==> run_1/ff_map.png <==
The bar under the picture is 20 um long.
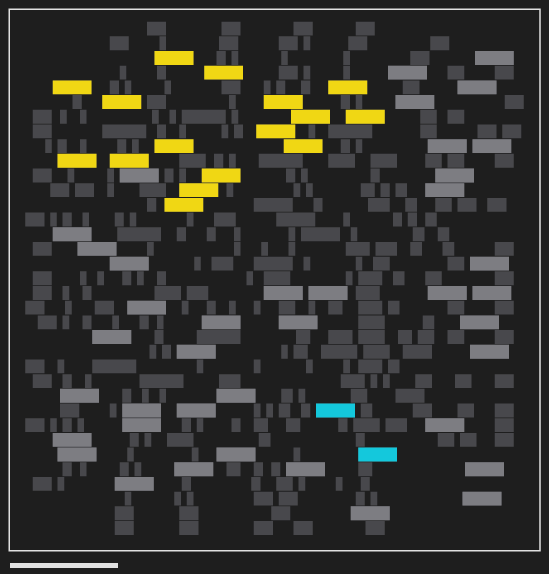
==> run_1/port_trees.png <==
The bar under the picture is 20 um long.
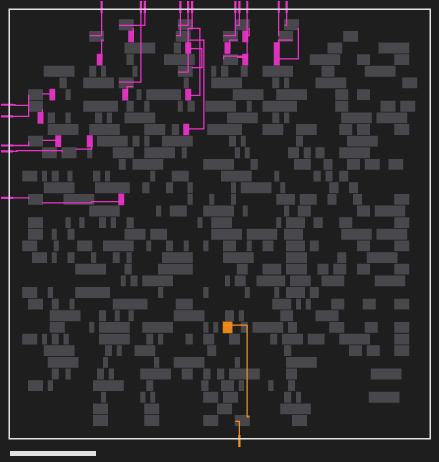
==> run_1/gates.png <==
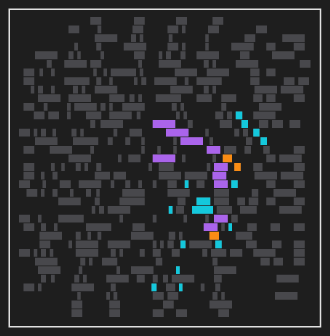
--- config.mk ---
export PLATFORM = sky130hd
export DESIGN_NAME = nibble_serial_adder_ctrl_flat
export DESIGN_NICKNAME = d
export VERILOG_FILES = /design/src/rtl/nibble_serial_adder_ctrl_if.sv /design/src/rtl/nibble_serial_adder_ctrl.sv /design/src/flat_wrapper.sv
export SDC_FILE = /design/constraint.sdc
export NUM_CORES = 1
export LEC_CHECK = 0
export CAP_MARGIN = 15
export CELL_PAD_IN_SITES_DETAIL_PLACEMENT = 1
export CELL_PAD_IN_SITES_GLOBAL_PLACEMENT = 2
export CORE_AREA = 2 2 96 98
export CTS_CLUSTER_DIAMETER = 150
export CTS_CLUSTER_SIZE = 8
export DETAILED_ROUTE_END_ITERATION = 12
export DIE_AREA = 0 0 98 100
export GPL_TIMING_DRIVEN = 0
export PLACE_DENSITY_LB_ADDON = 0.1
export SLEW_MARGIN = 20
export SYNTH_ARGS = -nofsm -noshare
export SYNTH_HDL_FRONTEND = slang
export SYNTH_HIERARCHICAL = 1
export SYNTH_SLANG_ARGS = --single-unit
--- constraint.sdc ---
create_clock -name clk -period 6.14 [get_ports clk]
set_input_delay 0.921 -clock clk [delete_from_list [all_inputs] [get_ports clk]]
set_output_delay 0.921 -clock clk [all_outputs]
set_load 0.05 [all_outputs]
--- src/rtl/nibble_serial_adder_ctrl_if.sv ---
// ---------------------------------------------------------------------------
// nibble_serial_adder_ctrl_if
//
// Purpose:
//   Groups the operand handshake (requester side) and the result handshake
//   (consumer side) of the nibble-serial adder into one bundle.
//
// Signals:
//   in_valid  requester -> adder   operands a, b, cin are valid
//   in_ready  adder -> requester   adder can accept operands
//   a, b      requester -> adder   WIDTH-bit operands
//   cin       requester -> adder   carry into the least-significant nibble
//   sub       requester -> adder   subtract request (only with
//                                  NIBBLE_ADDER_SUB_EN defined)
//   out_valid adder -> consumer    result valid
//   out_ready consumer -> adder    consumer accepts the result
//   s         adder -> consumer    WIDTH-bit sum
//   cout      adder -> consumer    carry out of the most-significant nibble
//   busy      adder -> observer    high while nibbles are being processed
//
// Modports:
//   master  used by the requester/consumer side (the testbench)
//   slave   used by nibble_serial_adder_ctrl
//
// Configuration macro: NIBBLE_ADDER_SUB_EN adds the sub signal.
// ---------------------------------------------------------------------------
interface nibble_serial_adder_ctrl_if #(
    parameter int WIDTH = 16
);
    logic             in_valid;
    logic             in_ready;
    logic [WIDTH-1:0] a;
    logic [WIDTH-1:0] b;
    logic             cin;
    logic             out_valid;
    logic             out_ready;
    logic [WIDTH-1:0] s;
    logic             cout;
    logic             busy;
`ifdef NIBBLE_ADDER_SUB_EN
    logic             sub;

    modport master (
        output in_valid, a, b, cin, sub, out_ready,
        input  in_ready, out_valid, s, cout, busy
    );

    modport slave (
        input  in_valid, a, b, cin, sub, out_ready,
        output in_ready, out_valid, s, cout, busy
    );
`else
    modport master (
        output in_valid, a, b, cin, out_ready,
        input  in_ready, out_valid, s, cout, busy
    );

    modport slave (
        input  in_valid, a, b, cin, out_ready,
        output in_ready, out_valid, s, cout, busy
    );
`endif
endinterface

--- src/rtl/nibble_serial_adder_ctrl.sv ---
// ---------------------------------------------------------------------------
// nibble_serial_adder_ctrl
//
// Purpose:
//   Adds two WIDTH-bit operands by time-sharing a single 4-bit ripple-carry
//   adder, one nibble per clock, least-significant nibble first. The carry
//   between nibbles lives in a carry register. Operands arrive over a
//   valid/ready handshake and the result leaves over a second valid/ready
//   handshake. Latency is NIBBLES edges from accept to out_valid; one
//   operation takes at least NIBBLES+2 cycles.
//
// Ports:
//   clk    rising-edge clock
//   reset  synchronous, active-high reset (priority over everything)
//   bus    nibble_serial_adder_ctrl_if.slave:
//            in_valid/in_ready, a, b, cin  operand handshake
//            out_valid/out_ready, s, cout  result handshake
//            busy                          high while in BUSY
//
// Parameters:
//   WIDTH  operand/result width, multiple of 4 and at least 4
//
// Configuration macro:
//   NIBBLE_ADDER_SUB_EN  when defined, bus.sub is latched on accept; sub=1
//                        computes a - b by inverting B nibbles and forcing
//                        the initial carry to 1 (cout=1 means no borrow).
// ---------------------------------------------------------------------------

// The lab's two-by-two 4-bit adder: two chained 2-bit ripple sections.
module nibble_adder4 (
    input  logic [3:0] a,
    input  logic [3:0] b,
    input  logic       ci,
    output logic [3:0] sum,
    output logic       co
);
    logic [2:0] lo_sum;
    logic [2:0] hi_sum;

    // Lower pair of bits, then the upper pair fed by the lower pair's carry.
    always_comb begin
        lo_sum = {1'b0, a[1:0]} + {1'b0, b[1:0]} + {2'b00, ci};
        hi_sum = {1'b0, a[3:2]} + {1'b0, b[3:2]} + {2'b00, lo_sum[2]};
    end

    assign sum = {hi_sum[1:0], lo_sum[1:0]};
    assign co  = hi_sum[2];
endmodule

module nibble_serial_adder_ctrl #(
    parameter int WIDTH = 16
) (
    input  logic                       clk,
    input  logic                       reset,
    nibble_serial_adder_ctrl_if.slave  bus
);
    localparam int NIBBLES = WIDTH / 4;
    localparam int IDX_W   = (NIBBLES > 1) ? $clog2(NIBBLES) : 1;
    localparam logic [IDX_W-1:0] LAST_IDX = IDX_W'(NIBBLES - 1);

    generate
        if ((WIDTH % 4) != 0 || WIDTH < 4) begin : g_bad_width
            $error("nibble_serial_adder_ctrl: WIDTH must be a multiple of 4 and >= 4");
        end
    endgenerate

    typedef enum logic [1:0] {
        S_IDLE = 2'd0,
        S_BUSY = 2'd1,
        S_DONE = 2'd2
    } state_t;

    state_t             state_q,     state_d;
    logic [WIDTH-1:0]   a_q,         a_d;
    logic [WIDTH-1:0]   b_q,         b_d;
    logic               carry_q,     carry_d;
    logic [IDX_W-1:0]   idx_q,       idx_d;
    logic [WIDTH-1:0]   s_q,         s_d;
    logic               cout_q,      cout_d;
    logic               out_valid_q, out_valid_d;
    logic               in_ready_q,  in_ready_d;
    logic               busy_q,      busy_d;
`ifdef NIBBLE_ADDER_SUB_EN
    logic               sub_q,       sub_d;
`endif

    logic [3:0]         a_nib;
    logic [3:0]         b_nib;
    logic [3:0]         nib_sum;
    logic               nib_co;
    logic [IDX_W+1:0]   nib_base;

    // Bit offset of the nibble currently being processed.
    assign nib_base = {idx_q, 2'b00};

    // Select the current operand nibbles; subtraction inverts B here so the
    // shared adder only ever adds.
    always_comb begin
        a_nib = a_q[nib_base +: 4];
        b_nib = b_q[nib_base +: 4];
`ifdef NIBBLE_ADDER_SUB_EN
        if (sub_q) begin
            b_nib = ~b_q[nib_base +: 4];
        end
`endif
    end

    nibble_adder4 u_adder (
        .a   (a_nib),
        .b   (b_nib),
        .ci  (carry_q),
        .sum (nib_sum),
        .co  (nib_co)
    );

    // Next-state and next-output logic for the IDLE/BUSY/DONE sequencer.
    always_comb begin
        state_d     = state_q;
        a_d         = a_q;
        b_d         = b_q;
        carry_d     = carry_q;
        idx_d       = idx_q;
        s_d         = s_q;
        cout_d      = cout_q;
        out_valid_d = out_valid_q;
        in_ready_d  = in_ready_q;
        busy_d      = busy_q;
`ifdef NIBBLE_ADDER_SUB_EN
        sub_d       = sub_q;
`endif

        case (state_q)
            S_IDLE: begin
                if (bus.in_valid) begin
                    a_d        = bus.a;
                    b_d        = bus.b;
`ifdef NIBBLE_ADDER_SUB_EN
                    sub_d      = bus.sub;
                    carry_d    = bus.sub ? 1'b1 : bus.cin;
`else
                    carry_d    = bus.cin;
`endif
                    idx_d      = '0;
                    s_d        = '0;
                    in_ready_d = 1'b0;
                    busy_d     = 1'b1;
                    state_d    = S_BUSY;
                end
            end

            S_BUSY: begin
                s_d[nib_base +: 4] = nib_sum;
                carry_d            = nib_co;
                if (idx_q == LAST_IDX) begin
                    cout_d      = nib_co;
                    out_valid_d = 1'b1;
                    busy_d      = 1'b0;
                    idx_d       = '0;
                    state_d     = S_DONE;
                end else begin
                    idx_d = idx_q + IDX_W'(1);
                end
            end

            S_DONE: begin
                if (bus.out_ready) begin
                    out_valid_d = 1'b0;
                    in_ready_d  = 1'b1;
                    state_d     = S_IDLE;
                end
            end

            default: begin
                out_valid_d = 1'b0;
                in_ready_d  = 1'b1;
                busy_d      = 1'b0;
                state_d     = S_IDLE;
            end
        endcase
    end

    // State and registered outputs; reset wins over any in-flight operation.
    always_ff @(posedge clk) begin
        if (reset) begin
            state_q     <= S_IDLE;
            a_q         <= '0;
            b_q         <= '0;
            carry_q     <= 1'b0;
            idx_q       <= '0;
            s_q         <= '0;
            cout_q      <= 1'b0;
            out_valid_q <= 1'b0;
            in_ready_q  <= 1'b1;
            busy_q      <= 1'b0;
`ifdef NIBBLE_ADDER_SUB_EN
            sub_q       <= 1'b0;
`endif
        end else begin
            state_q     <= state_d;
            a_q         <= a_d;
            b_q         <= b_d;
            carry_q     <= carry_d;
            idx_q       <= idx_d;
            s_q         <= s_d;
            cout_q      <= cout_d;
            out_valid_q <= out_valid_d;
            in_ready_q  <= in_ready_d;
            busy_q      <= busy_d;
`ifdef NIBBLE_ADDER_SUB_EN
            sub_q       <= sub_d;
`endif
        end
    end

    assign bus.in_ready  = in_ready_q;
    assign bus.out_valid = out_valid_q;
    assign bus.busy      = busy_q;
    assign bus.s         = s_q;
    assign bus.cout      = cout_q;
endmodule

--- src/flat_wrapper.sv ---
// flat-port wrapper written by rule: the top's interface ports become plain ports
module nibble_serial_adder_ctrl_flat 
#(
    parameter int WIDTH = 16
)
  (clk, reset, bus_in_valid, bus_a, bus_b, bus_cin, bus_out_ready, bus_in_ready, bus_out_valid, bus_s, bus_cout, bus_busy);
  nibble_serial_adder_ctrl_if #(.WIDTH(WIDTH)) bus_i ();
  input  logic clk;
  input  logic reset;
  input wire logic [$bits(bus_i.in_valid)-1:0] bus_in_valid;
  input wire logic [$bits(bus_i.a)-1:0] bus_a;
  input wire logic [$bits(bus_i.b)-1:0] bus_b;
  input wire logic [$bits(bus_i.cin)-1:0] bus_cin;
  input wire logic [$bits(bus_i.out_ready)-1:0] bus_out_ready;
  output wire logic [$bits(bus_i.in_ready)-1:0] bus_in_ready;
  output wire logic [$bits(bus_i.out_valid)-1:0] bus_out_valid;
  output wire logic [$bits(bus_i.s)-1:0] bus_s;
  output wire logic [$bits(bus_i.cout)-1:0] bus_cout;
  output wire logic [$bits(bus_i.busy)-1:0] bus_busy;
  assign bus_i.in_valid = bus_in_valid;
  assign bus_i.a = bus_a;
  assign bus_i.b = bus_b;
  assign bus_i.cin = bus_cin;
  assign bus_i.out_ready = bus_out_ready;
  assign bus_in_ready = bus_i.in_ready;
  assign bus_out_valid = bus_i.out_valid;
  assign bus_s = bus_i.s;
  assign bus_cout = bus_i.cout;
  assign bus_busy = bus_i.busy;
  nibble_serial_adder_ctrl #(.WIDTH(WIDTH)) u_core (.clk(clk), .reset(reset), .bus(bus_i));
endmodule
==> design notes, run 1 <==
The area share of and-or/or-and cells after synthesis was 0.165; the CTS H-tree depth was 3. Timing endpoint of the critical path: u_core/bus.s[11]$_SDFFE_PP0P_. The tools report the switching power of the nets as 0.000232 W.

The worst-case setup margin in the final layout was 2700 ps. The wire length of the first global-routing pass was 11300 um; the combined buffer and inverter count along the critical path was 5. The switching portion of total power came out at 0.272. According to the cell report, the number of logic gates is 183. After layout, the clock buffer instance count stands at 13. For this sky-water flow run, the detailed-routed wirelength per cell is reported as 15.2 um. Once detail routing completed, the nets flagged for antenna violations numbered 0. Met1 usage in global routing: 0.183.

STA lists the startpoint of the worst hold path as u_core/b_q[2]$_SDFFE_PP0P_. The clock root buffer is sky130_fd_sc_hd__clkbuf_8. STA lists the maximum fanout along the critical path as 10.

Across all register-to-register paths, the minimum setup slack is 2700 ps. The number of buffers inserted during clock tree synthesis was 9; the buffering overhead was 0.195. The run finished with clean final reports.

Per report_power, the Clock row totals 0.000314 W. The number of cells traversed by the worst register-to-register path came out at 12. The width of the chip works out to 98 um.

With the global-route total usage across every layer at 0.151, the final critical-path required period is 3440 ps. By instance count, the leading cell after synthesis is sky130_fd_sc_hd__nand2_1. Looking at the group totals, the largest power group turns out to be registers. The total power was 0.000852 W; the share of power burned in the clock network was 0.369.

The final period utilization is 0.561. The tap cell count is 111. Yosys mapped a number of flops with a built-in enable equal to 0. In this run the worst setup path begins at u_core/idx_q[0]$_SDFFE_PP0P_.

The startpoint type of the worst setup path was a flop. The critical path in this run is classified as reg2reg. Summed over all instances, the cell type with the most area after synthesis is sky130_fd_sc_hd__dfxtp_1. Counting along the longest clock path gives a buffer depth of 2. The region available for standard cell placement spans 8890 um^2. The number of nets in the layout was 386. Clock latency on the worst-skew pair, taken at its later pin, is 330 ps. Per the post-CTS timing run, clock transition at the registers of the reported paths is 70 ps. The largest net degree at the start of global routing was 11. Synthesis handed over a netlist of 272 instances. Across all stage logs, warnings added up to 31.

The run gives 455 for the post-route non-filler standard cell count. The number of different library cells used by synthesis comes to 36. The run gives 319 for the net count of the mapped netlist. Simple logic cell fraction of the synthesized area: 0.171. In this run the maximum-capacitance check reported violations numbering 0. The wire length after detailed routing was 6920 um; the final-layout setup total negative slack was 0 ps.

The die span in y is 100 um, and the async set-reset flop share out of synthesis is 0. Per the repair_timing log after CTS, setup buffers inserted total 0. The sequential power share is 0.468. Hold repair after CTS inserted 0 buffers. The run gives 0 for the xor and xnor area share after synthesis. The top cell type in the final layout, fill and taps aside, is sky130_fd_sc_hd__nand2_1.

TritonCTS built the clock tree. Final hold analysis gives a worst-case slack of 453 ps. The run gives 72 for the non-clock buffer total of the final layout. With the count of antenna diodes in the layout at 0, the multiplexer share of the synthesized area is 0.0911.

The kind of cell with the highest combined delay along the critical path is adder cells. Detailed routing placed a total of 3430 um of wire on met2. For this run, the leading register cell type out of synthesis is sky130_fd_sc_hd__dfxtp_1. Critical register-to-register path endpoint: u_core/bus.s[11]$_SDFFE_PP0P_. The maximum operating frequency is 290 MHz.

For reference, the top cells by area after synthesis are sky130_fd_sc_hd__dfxtp_1 (45%), sky130_fd_sc_hd__nand2_1 (9.8%), sky130_fd_sc_hd__a21oi_1 (7.6%). The run gives 0.287 as the initial cell density of the core. The post-cts sizing count was 0.

The highest layer used for signal routing is met4. The slew at the pin closest to its max-slew limit came out at 693 ps.
## Picture notes: ff_map.png
Cyan stands for u_core/state_q, flops 2. Yellow stands for u_core/b_q, flops 16.
Another 39 sequential cells are not coloured.

## Picture notes: port_trees.png
Magenta stands for bus_b, direction input, end cells 16, wire 268 um. Orange stands for bus_cin, direction input, end cells 1, wire 31.9 um.

## Picture notes: gates.png
Orange stands for and/or cells, cells 3. Cyan stands for nor cells, cells 15, most used nor2b_1. Purple stands for fa/ha/maj cells, cells 10, most used ha_1.

==> run 2, diff against run 1 <==
--- a/config.mk
+++ b/config.mk
@@ -8,11 +8,11 @@
 export CAP_MARGIN = 15
 export CELL_PAD_IN_SITES_DETAIL_PLACEMENT = 1
 export CELL_PAD_IN_SITES_GLOBAL_PLACEMENT = 2
-export CORE_AREA = 2 2 96 98
+export CORE_AREA = 2 2 101 103
 export CTS_CLUSTER_DIAMETER = 150
 export CTS_CLUSTER_SIZE = 8
 export DETAILED_ROUTE_END_ITERATION = 12
-export DIE_AREA = 0 0 98 100
+export DIE_AREA = 0 0 103 105
 export GPL_TIMING_DRIVEN = 0
 export PLACE_DENSITY_LB_ADDON = 0.1
 export SLEW_MARGIN = 20
==> constraint.sdc (replaced) <==
create_clock -name clk -period 2.85 [get_ports clk]
set_input_delay 0.4275 -clock clk [delete_from_list [all_inputs] [get_ports clk]]
set_output_delay 0.4275 -clock clk [all_outputs]
set_load 0.05 [all_outputs]
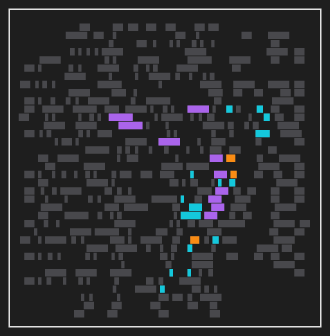
(run_2/gates.png)
Purple stands for fa/ha/maj cells, cells 10, most used ha_1. Cyan stands for nor cells, cells 15. Orange stands for and/or cells, cells 3.

==> run 2 against run 1 <==
Compared with the run above: the run now ends with negative setup slack left; global-route usage shrank 0.71 points; die size grew 10%; flip-flop count is the same; first-iteration DRC count shrank 5.0%; worst setup slack lost 2700 ps; clock-buffer cell count is the same; register-to-register slack lost 2700 ps; critical endpoint is now u_core/bus.s[7]$_SDFFE_PP0P_.
==> design notes, run 2 <==
The run gives -45.1 ps for the worst-case setup margin in the final layout. The worst setup path is of the reg2reg kind. From the final report, the count of setup violators was given as 4.

In this run the vertical extent of the chip is 105 um. The sequential power share is 0.450, and the combined buffer and inverter count along the critical path is 5. The simple logic cell fraction of the synthesized area is 0.171. Looking at the group totals, the largest power group turns out to be registers. The H-tree generated during clock tree synthesis spans 3 levels.

The logs give 319 for the net count of the mapped netlist and 0.000726 W for the clock distribution power. The run gives 480 as the post-route non-filler standard cell count. The non-clock buffer total of the final layout came out at 76. The flow ran to the end, but the final reports show violations.

After floorplanning, the core was sized to cover 9640 um^2. Leading register cell type out of synthesis: sky130_fd_sc_hd__dfxtp_1. The maximum count of clock buffers along a single path came out at 2. The launching element of the worst setup path was u_core/idx_q[0]$_SDFFE_PP0P_. The number of clock buffers added by TritonCTS is 9. The number of buffers inserted by hold repair at cts came out at 0. The routed design uses 3510 um of met2 wire. The most common cell in the synthesized netlist is sky130_fd_sc_hd__nand2_1. The net count of the finished layout is 390. The run gives 0 for the async set-reset flop share out of synthesis.

The final reports fail on negative setup slack. The final-layout setup total negative slack was -99.6 ps; the multiplexer share of the synthesized area was 0.0911. The script extracted a net switching power of 0.000507 W. The design received a total of 133 well taps at floorplan. Entering global routing, the biggest net connects 11 pins. The run gives 36 for the number of distinct library cells after synthesis. The run gives 8 for the post-cts sizing count. Switching portion of total power: 0.266. The global-route total usage across every layer is 0.144, and the critical-path maximum fanout is 2. The number of setup buffers added after CTS is 4. Setup slack on the worst reg-to-reg path comes out at -50 ps. Summed over all layers, the routed wires come to 7270 um. The tools report the timing endpoint of the critical path as u_core/bus.s[7]$_SDFFE_PP0P_. The worst min-delay path startpoint was u_core/b_q[4]$_SDFFE_PP0P_.

Power comes to 0.00191 W. The first global-routing pass estimated 11600 um of wire. The tools report the critical register-to-register path endpoint as u_core/bus.s[7]$_SDFFE_PP0P_. With the count of flip-flops with a built-in enable after synthesis at 0, the detail-routed net length per standard cell is 15.1 um. The run gives 0.381 for the share of power burned in the clock network. The startpoint type of the worst setup path is a flop.

The pin closest to its max-slew limit shows a slew of 662 ps. The maximum operating frequency is 345 MHz. The count of nets left with antenna violations once routing finished came out at 0. The top cell type in the final layout, fill and taps aside, is sky130_fd_sc_hd__nand2_1.
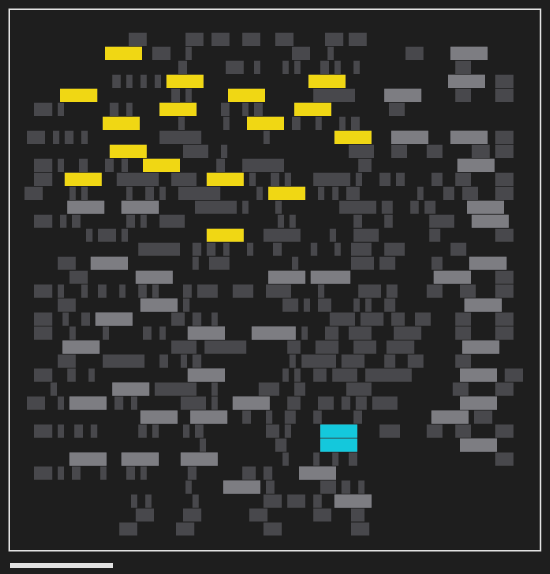
(run_2/ff_map.png)
The bar under the picture is 20 um long.
Cyan stands for u_core/state_q, flops 2. Yellow stands for u_core/b_q, flops 16.

==> run 3, diff against run 2 <==
--- a/config.mk
+++ b/config.mk
@@ -5,6 +5,7 @@
 export SDC_FILE = /design/constraint.sdc
 export NUM_CORES = 1
 export LEC_CHECK = 0
+export ABC_CLOCK_PERIOD_IN_PS = 2850
 export CAP_MARGIN = 15
 export CELL_PAD_IN_SITES_DETAIL_PLACEMENT = 1
 export CELL_PAD_IN_SITES_GLOBAL_PLACEMENT = 2
@@ -13,10 +14,10 @@
 export CTS_CLUSTER_SIZE = 8
 export DETAILED_ROUTE_END_ITERATION = 12
 export DIE_AREA = 0 0 103 105
-export GPL_TIMING_DRIVEN = 0
 export PLACE_DENSITY_LB_ADDON = 0.1
 export SLEW_MARGIN = 20
 export SYNTH_ARGS = -nofsm -noshare
 export SYNTH_HDL_FRONTEND = slang
 export SYNTH_HIERARCHICAL = 1
 export SYNTH_SLANG_ARGS = --single-unit
+export TNS_END_PERCENT = 50
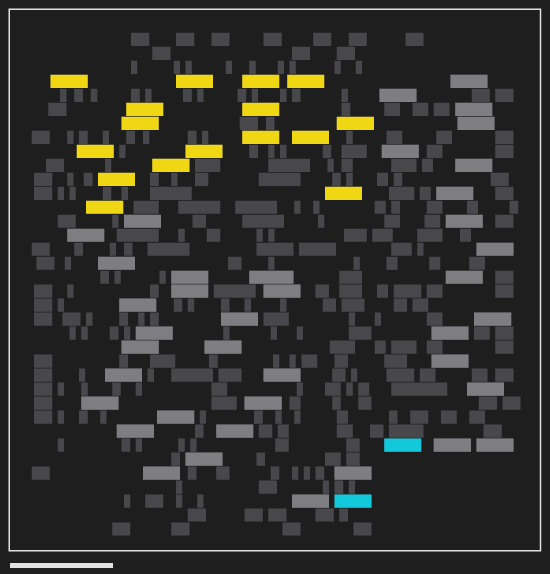
(run_3/ff_map.png)
The bar under the picture is 20 um long.
Yellow stands for u_core/b_q, flops 16. Cyan stands for u_core/state_q, flops 2.
Another 39 sequential cells are not coloured.

==> run 3 against run 2 <==
Compared with the run above: the run now ends clean; routed wire length decreased by 9.2%; combinational power decreased by 11%; synthesized area unchanged; worst setup slack improved by 160 ps; via count decreased by 2.3%; global-route usage decreased by 0.88 points; critical path type unchanged; highest routed layer unchanged.
==> design notes, run 3 <==
The tools report the met1 usage in global routing as 0.166. The number of clock buffers in the layout is 10. Across the run, the number of max-cap violations was 0.

Across all register-to-register paths, the minimum setup slack is 120 ps. The design draws 0.00192 W. Looking at area per cell type in the netlist, the leader is sky130_fd_sc_hd__dfxtp_1. The detail-routed net length per standard cell is 14.1 um, and the final-layout setup total negative slack is 0 ps. Number of logic inverters in the finished layout: 16. Per report_power, the Clock row totals 0.000768 W. The tools report the launching element of the worst setup path as u_core/idx_q[0]$_SDFFE_PP0P_.

With the switching portion of total power at 0.269, the post-route non-filler standard cell count is 468. With the number of global-route vias before repair at 2186, the simple logic cell fraction of the synthesized area is 0.171. Worst slack on hold paths: 458 ps. The cell type group with the largest total delay on the critical path was adder cells. The run gives 0 for the async set-reset flop share out of synthesis. CTS placed an instance of sky130_fd_sc_hd__clkbuf_8 at the clock tree root. Critical-path maximum fanout: 4. With the wire length after detailed routing at 6600 um, the non-clock buffer total of the final layout is 63. TritonCTS built the clock tree. The register clock-pin slew on the reported worst setup and hold paths came out at 70 ps. The xor and xnor area share after synthesis was 0; the number of cells traversed by the worst register-to-register path was 11. The run finished with clean final reports. After technology mapping, the gate count stands at 272. Global routing finished with a remaining overflow of 0. The number of buffers inserted by hold repair at cts came out at 0.

Yosys instantiated no cell more often than sky130_fd_sc_hd__nand2_1. The critical path contains buffers and inverters numbering 4 combined. The number of setup violations in the final report came out at 0. The count of antenna diodes in the layout was 0. For this run, the post-layout net count is 377. Signal routing reaches up to met4. The first global-routing pass estimated 11000 um of wire. Looking at the reg2reg group, the worst path ends at u_core/bus.s[7]$_SDFFE_PP0P_.

The main area contributors are sky130_fd_sc_hd__dfxtp_1 (45%), sky130_fd_sc_hd__nand2_1 (9.8%), sky130_fd_sc_hd__a21oi_1 (7.6%). STA classifies the critical path startpoint as a flop. Counting along the longest clock path gives a buffer depth of 2. The setup path with the least slack is of type reg2reg. The run gives 0.218 as the fraction of met2 tracks used by global routing. In the final layout, the multi-input gates occupy 1260 um^2. The die is 103 um wide. The pin closest to its max-slew limit shows a slew of 659 ps.

Wire segments on met2 add up to 3210 um in the final route. Per the OpenROAD floorplan log, the height of the die is 105 um. Commonest non-fill, non-tap cell in the layout: sky130_fd_sc_hd__nand2_1. At the later pin of the worst-skew pair, clock insertion delay measures 340 ps. The most used flip-flop cell after synthesis is sky130_fd_sc_hd__dfxtp_1. TritonCTS created 9 clock buffers.

CTS built an H-tree with a depth of 3. For the tap cell count, the log shows 133. The run gives 366 MHz for the maximum operating frequency.

The run gives 0.450 for the sequential power share. The multiplexer share of the synthesized area came out at 0.0911. The tools report the share of power burned in the clock network as 0.401. With the buffering overhead at 0.177, the area share of and-or/or-and cells after synthesis is 0.165. By area, the class that comes first in the final layout consists of logic gates. Looking at hold timing, the worst path starts from u_core/a_q[0]$_SDFFE_PP0P_.

Placeable core area: 9640 um^2. With the final period utilization at 0.958, the largest net degree at the start of global routing is 34. Per the post-synthesis report, the nets total 319. The run gives 120 ps as the worst-case setup margin in the final layout.
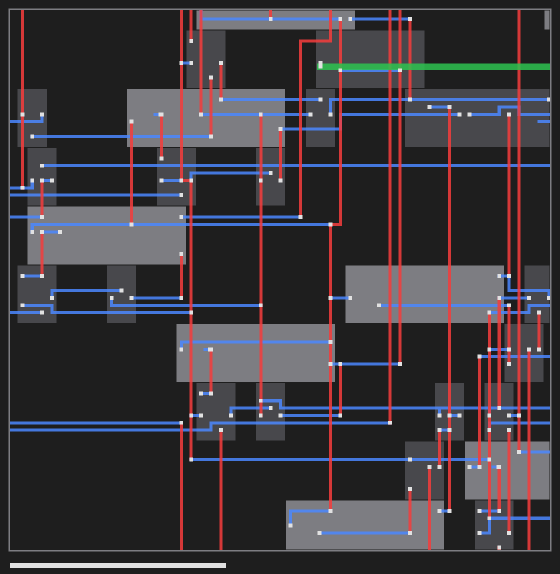
(run_3/closeup.png)
The bar under the picture is 10 um long. Window x 13 to 38, y 14 to 39 um. Cells in grey, sequential cells in the stronger grey; small squares are vias.
Green stands for M3. Blue stands for M1. Red stands for M2.
Netlist names of flops here include u_core/a_q (6). Sequential cells in the window: 6. Most frequent: nand2_1 (9), a21oi_1 (7), dfxtp_1 (6). 24 logic cells have their middle in the window.

Power is estimated from default activity; no workload was simulated.
